### config.mk
export PLATFORM = sky130hd
export DESIGN_NAME = count_tick_n
export DESIGN_NICKNAME = d
export VERILOG_FILES = /design/src/rtl/count_pkg.sv /design/src/rtl/count_tick_n_tick_gen.sv /design/src/rtl/count_tick_n.sv
export SDC_FILE = /design/constraint.sdc
export NUM_CORES = 1
export LEC_CHECK = 0
export ABC_AREA = 0
export CAP_MARGIN = 25
export CORE_MARGIN = 8
export CORE_UTILIZATION = 32
export CTS_CLUSTER_DIAMETER = 40
export CTS_CLUSTER_SIZE = 30
export DETAILED_ROUTE_END_ITERATION = 10
export GPL_TIMING_DRIVEN = 0
export PLACE_DENSITY = 0.52
export SLEW_MARGIN = 10
export SYNTH_ARGS = -nofsm -noshare
export SYNTH_HDL_FRONTEND = slang
export SYNTH_SLANG_ARGS = --single-unit
### constraint.sdc
create_clock -name CLK -period 3.5 [get_ports CLK]
set_input_delay 0.35 -clock CLK [delete_from_list [all_inputs] [get_ports CLK]]
set_output_delay 0.35 -clock CLK [all_outputs]
set_load 0.005 [all_outputs]
### src/rtl/count_pkg.sv
// Shared constants for the count_tick_n counter: direction and boundary-mode encodings.
package count_pkg;

    localparam logic DIR_UP    = 1'b1;
    localparam logic DIR_DN    = 1'b0;
    localparam logic MODE_WRAP = 1'b0;
    localparam logic MODE_SAT  = 1'b1;

endpackage : count_pkg

### src/rtl/count_tick_n_tick_gen.sv
// Programmable prescaler: issues a combinational tick request and a registered TICK pulse
// every DIV+1 enabled cycles. CLR restarts the phase without producing a tick.
module tick_gen #(
    parameter int PRE_WIDTH = 23
) (
    input  logic                 CLK,
    input  logic                 RESET,
    input  logic                 EN,
    input  logic                 CLR,
    input  logic [PRE_WIDTH-1:0] DIV,
    output logic                 TICK_NOW,
    output logic                 TICK
);

    logic [PRE_WIDTH-1:0] r_pre_cnt;
    logic                 r_tick;
    logic                 w_tick_now;

    // >= rather than == so that lowering DIV below the phase forces an immediate rollover
    assign w_tick_now = EN & (r_pre_cnt >= DIV);
    assign TICK_NOW   = w_tick_now;
    assign TICK       = r_tick;

    // Prescaler phase and registered tick pulse
    always_ff @(posedge CLK) begin
        if (RESET) begin
            r_pre_cnt <= {PRE_WIDTH{1'b0}};
            r_tick    <= 1'b0;
        end else if (CLR) begin
            r_pre_cnt <= {PRE_WIDTH{1'b0}};
            r_tick    <= 1'b0;
        end else if (w_tick_now) begin
            r_pre_cnt <= {PRE_WIDTH{1'b0}};
            r_tick    <= 1'b1;
        end else if (EN) begin
            r_pre_cnt <= r_pre_cnt + {{(PRE_WIDTH-1){1'b0}}, 1'b1};
            r_tick    <= 1'b0;
        end else begin
            r_pre_cnt <= r_pre_cnt;
            r_tick    <= 1'b0;
        end
    end

endmodule : tick_gen

### src/rtl/count_tick_n.sv
// Up/down counter advanced by an internal prescaler tick, with load, programmable modulus,
// wrap/saturate boundary handling and a registered terminal-count pulse.
module count_tick_n
    import count_pkg::*;
#(
    parameter int WIDTH     = 4,
    parameter int PRE_WIDTH = 23
) (
    input  logic                 CLK,
    input  logic                 RESET,
    input  logic                 EN,
    input  logic [PRE_WIDTH-1:0] DIV,
    input  logic                 UP_DN,
    input  logic                 SAT,
    input  logic [WIDTH-1:0]     MAX_VAL,
    input  logic                 LOAD,
    input  logic [WIDTH-1:0]     LOAD_VAL,
    output logic [WIDTH-1:0]     COUNT,
    output logic                 TICK,
    output logic                 TC
);

    logic [WIDTH-1:0] r_count;
    logic             r_tc;
    logic             w_tick_now;
    logic [WIDTH-1:0] w_load_val;
    logic [WIDTH-1:0] w_step_val;
    logic             w_step_tc;

    tick_gen #(
        .PRE_WIDTH (PRE_WIDTH)
    ) u_tick_gen (
        .CLK      (CLK),
        .RESET    (RESET),
        .EN       (EN),
        .CLR      (LOAD),
        .DIV      (DIV),
        .TICK_NOW (w_tick_now),
        .TICK     (TICK)
    );

    // Load value clamped into the configured range
    always_comb begin
        w_load_val = LOAD_VAL;
        if (LOAD_VAL > MAX_VAL) begin
            w_load_val = MAX_VAL;
        end else begin
            w_load_val = LOAD_VAL;
        end
    end

    // Next count and boundary flag for a tick step; +1 only applied below MAX_VAL so no overflow
    always_comb begin
        w_step_val = r_count;
        w_step_tc  = 1'b0;
        case (UP_DN)
            DIR_UP: begin
                if (r_count >= MAX_VAL) begin
                    w_step_tc  = 1'b1;
                    w_step_val = (SAT == MODE_SAT) ? r_count : {WIDTH{1'b0}};
                end else begin
                    w_step_tc  = 1'b0;
                    w_step_val = r_count + {{(WIDTH-1){1'b0}}, 1'b1};
                end
            end
            DIR_DN: begin
                if (r_count == {WIDTH{1'b0}}) begin
                    w_step_tc  = 1'b1;
                    w_step_val = (SAT == MODE_SAT) ? {WIDTH{1'b0}} : MAX_VAL;
                end else begin
                    w_step_tc  = 1'b0;
                    w_step_val = r_count - {{(WIDTH-1){1'b0}}, 1'b1};
                end
            end
            default: begin
                w_step_tc  = 1'b0;
                w_step_val = r_count;
            end
        endcase
    end

    // Counter and terminal-count register: RESET > LOAD > tick step > hold
    always_ff @(posedge CLK) begin
        if (RESET) begin
            r_count <= {WIDTH{1'b0}};
            r_tc    <= 1'b0;
        end else if (LOAD) begin
            r_count <= w_load_val;
            r_tc    <= 1'b0;
        end else if (w_tick_now) begin
            r_count <= w_step_val;
            r_tc    <= w_step_tc;
        end else begin
            r_count <= r_count;
            r_tc    <= 1'b0;
        end
    end

    assign COUNT = r_count;
    assign TC    = r_tc;

endmodule : count_tick_n

==> reports/qor.txt, run 1 <==
WL/cell = 12.7 µm
Largest net degree at the start of global routing = 11
Commonest cells post-synth = 36 x inv_1, 34 x ha_1, 34 x nor2_1, 29 x dfxtp_1, 20 x nand2_1
Cell family with most CP delay = AND-OR/OR-AND gates
Sequential power = 345 µW
Worst reg2reg path depth = 7
Status = complete, no violations
Crit Reg-Reg Startpoint = u_tick_gen.r_pre_cnt[8]
Number of diodes = 0
Sum of negative setup slack = 0 ns
Via count = 2053
Drt total wl = 5430 µm
Via density = 4.80
Post-DP HPWL = 4310 µm
Logic area = 1520 µm²
Top Layer Used = met4
Final hold violations = 0
Finished Layout Cells = 428
Met2 GRT Util = 0.190
End point of the critical path = COUNT[0]
Layout cell share with drive strength beyond 1 = 0.0542
Max reg flops = 23
Largest cell class = logic gates
Final-layout clock buffer total = 7
H-Tree Depth = 2
Number of logic gates = 212
First-pass GRT wire length = 9670 µm
Int Power = 608 µW
Floorplan core density = 0.332
Async SR Flop Fraction = 0
Num sequential = 29
Top pwr grp = sequential cells
TritonCTS clock tree = built
Logic share of the area = 0.526
Gpl congestion = 0.834
Adder-Cell Fraction of Synth Area = 0.188
Critical path depth = 9
Most used logic cell in the final layout = clkdlybuf4s50_1
Total Routing Usage GR = 0.116
M1 WL = 2660 µm
Inverter count = 36
WP data required = 3.67 ns
Clock Tree Buf Depth = 2
Residual DRC = 0
WL met3 = 276 µm
Clk pin slew, worst setup/hold paths = 0.06 ns
Post-synth regs = 29
Crit-path slowest cell = a31oi_1
run 1: worst min-delay path by stage:
stage | start | end | slack (ns) | depth (start not counted)
finish | u_tick_gen.r_pre_cnt[0] | u_tick_gen.r_pre_cnt[0] | 0.52 | 2
global route | u_tick_gen.r_pre_cnt[1] | u_tick_gen.r_pre_cnt[1] | 0.56 | 2
CTS | u_tick_gen.r_pre_cnt[0] | u_tick_gen.r_pre_cnt[0] | 0.52 | 2
detailed placement | u_tick_gen.r_pre_cnt[0] | u_tick_gen.r_pre_cnt[0] | 0.50 | 2
global placement | u_tick_gen.r_pre_cnt[0] | u_tick_gen.r_pre_cnt[0] | 0.50 | 2
floorplan | RESET | COUNT[2] | 0.42 | 1
==> run_1/clk_routes.png <==
Scale: 6 px per µm.
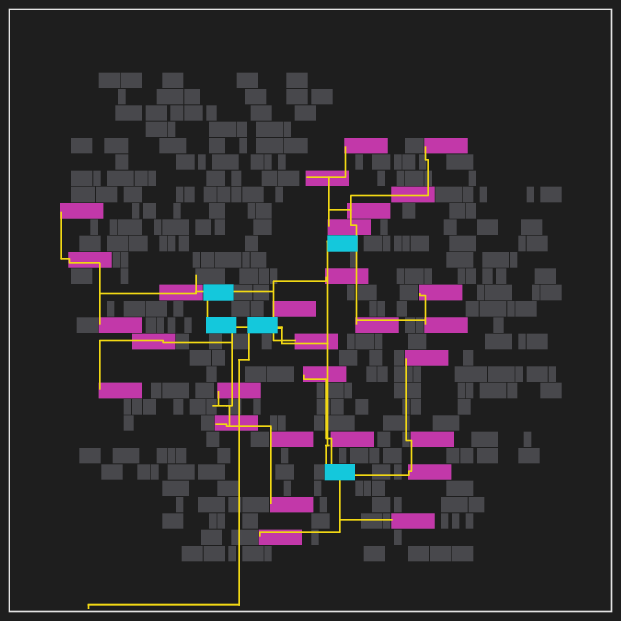
yellow -> clock wires  # length 470 µm
cyan -> clock drivers  # count 5
magenta -> flip-flops  # count 29
routed clock nets = 6
clock share of power: 0.371
P_clk: 306 µW
clock latency on the worst-skew pair: 0.27 ns

==> run_1/placement_by_type.png <==
Scale: 4 px per µm. Fill, decap, tap and diode cells in grey.
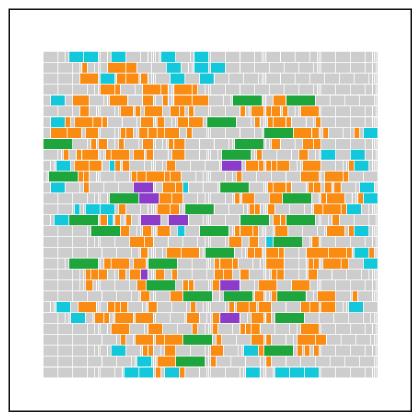
green -> flops  # cells 29, share of their area 21%
purple -> clock drivers and dummy loads  # cells 8, share of their area 3.7%
orange -> combinational and other logic  # cells 248, share of their area 60%
cyan -> other buffers and delay cells  # cells 47, share of their area 16%
register share of the cell area: 0.200
final instance area: 2900 µm²
site row count: 30
total core area: 6830 µm²
Core Util, Final: 0.424

==> run_1/detail.png <==
Window x 38 to 63, y 38 to 63 µm. Cells in grey, sequential cells in the stronger grey; small squares are vias.
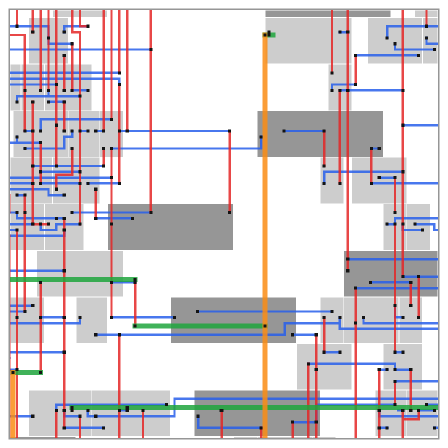
blue -> metal 1
green -> metal 3
red -> metal 2
orange -> metal 4
cells with their middle in the window = 35
netlist names of flops here include = u_tick_gen.r_pre_cnt (4), COUNT (1)
most frequent = dfxtp_1 (5), nor2_1 (5), xnor2_1 (3)
sequential cells in the window = 5

==> inputs of run 2 (changes only) <==
--- a/config.mk
+++ b/config.mk
@@ -14,6 +14,7 @@
 export DETAILED_ROUTE_END_ITERATION = 10
 export GPL_TIMING_DRIVEN = 0
 export PLACE_DENSITY = 0.52
+export SKIP_CTS_REPAIR_TIMING = 1
 export SLEW_MARGIN = 10
 export SYNTH_ARGS = -nofsm -noshare
 export SYNTH_HDL_FRONTEND = slang
==> run_2/cell_density.png <==
Scale: 3 px per µm. The die is cut into 10 by 10 equal tiles; black is low, pale yellow is high, 0 to 100% covered.
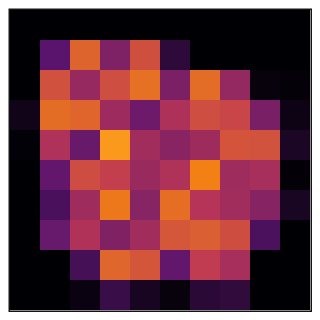
fullest tile = 78%
densest ninth of the die = middle
tiles over 75% full = 1.0%
nearly empty tiles = 31%
emptiest ninth of the die = top right
floorplan core density: 0.332

==> run_2/placement_by_type.png <==
Scale: 4 px per µm. Fill, decap, tap and diode cells in grey.
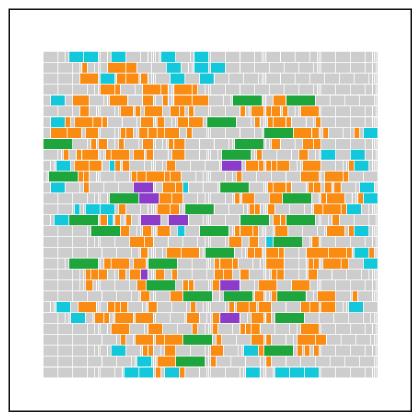
green -> flops  # cells 29, share of their area 21%
cyan -> other buffers and delay cells  # cells 47, share of their area 16%
orange -> combinational and other logic  # cells 248, share of their area 60%
purple -> clock drivers and dummy loads  # cells 8, share of their area 3.7%

==> run 2 against run 1 <==
Compared with the run above: combinational power about the same; register-to-register slack about the same; sequential share of layout area unchanged; critical path type unchanged; total power unchanged.
==> reports/qor.txt, run 2 <==
Final instance area = 2900 µm²
Number of diodes = 0
Hold depth = 2
Via density = 4.80
Status = complete, no violations
Layout cell share with drive strength beyond 1 = 0.0542
Top Layer Used = met4
Via count = 2053
TritonCTS clock tree = built
WP data required = 3.67 ns
Clk pin slew, worst setup/hold paths = 0.06 ns
H-Tree Depth = 2
Async SR Flop Fraction = 0
End point of the critical path = COUNT[0]
Finished Layout Cells = 428
WL met3 = 276 µm
P_clk = 306 µW
Commonest cells post-synth = 36 x inv_1, 34 x ha_1, 34 x nor2_1, 29 x dfxtp_1, 20 x nand2_1
Final hold violations = 0
Clock share of power = 0.371
Hold worst-path end = u_tick_gen.r_pre_cnt[0]
Clock latency on the worst-skew pair = 0.27 ns
Drt total wl = 5430 µm
Cell family with most CP delay = AND-OR/OR-AND gates
M1 WL = 2660 µm
Critical path depth = 9
Most used logic cell in the final layout = clkdlybuf4s50_1
First-pass GRT wire length = 9670 µm
Worst reg2reg path depth = 7
Crit Reg-Reg Startpoint = u_tick_gen.r_pre_cnt[8]
Post-DP HPWL = 4310 µm
Largest net degree at the start of global routing = 11
Sequential power = 345 µW
Met2 GRT Util = 0.190
Total Routing Usage GR = 0.116
Gpl congestion = 0.834
==> run_2/clocks.png <==
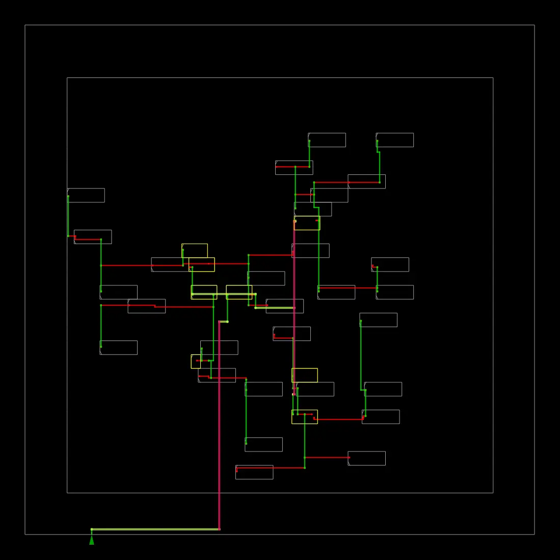
num sequential: 29
final-layout clock buffer total: 7
Clock Skew: 0.00370 ns
CTS buffer count: 5

-- run 2: cell counts after synthesis --
Identical to the previous run, type by type.
-- run 2: area by class of cell --
cell class / instances / area, µm² / area share
inverter: 36 / 135 / 0.0467
clock inverter: 1 / 5.00 / 0.00173
sequential: 29 / 581 / 0.200
tap: 96 / 120 / 0.0415
clock buffer: 7 / 96.3 / 0.0333
buffer: 6 / 25.0 / 0.00864
multi-input combinational: 212 / 1520 / 0.526
timing repair buffer: 41 / 410 / 0.142
-- run 2: cells by family (layout without fill, tap and decap cells) --
kind of cell / after synthesis / after routing
AND/OR/NAND/NOR: 105 / 105
flip-flops: 29 / 29
multiplexers: 6 / 6
AND-OR/OR-AND: 48 / 48
adder cells (fa/ha/maj): 34 / 34
XOR/XNOR: 19 / 19
buffers and inverters: 42 / 91
No activity file was given, so power comes from the tool's default toggle rates.
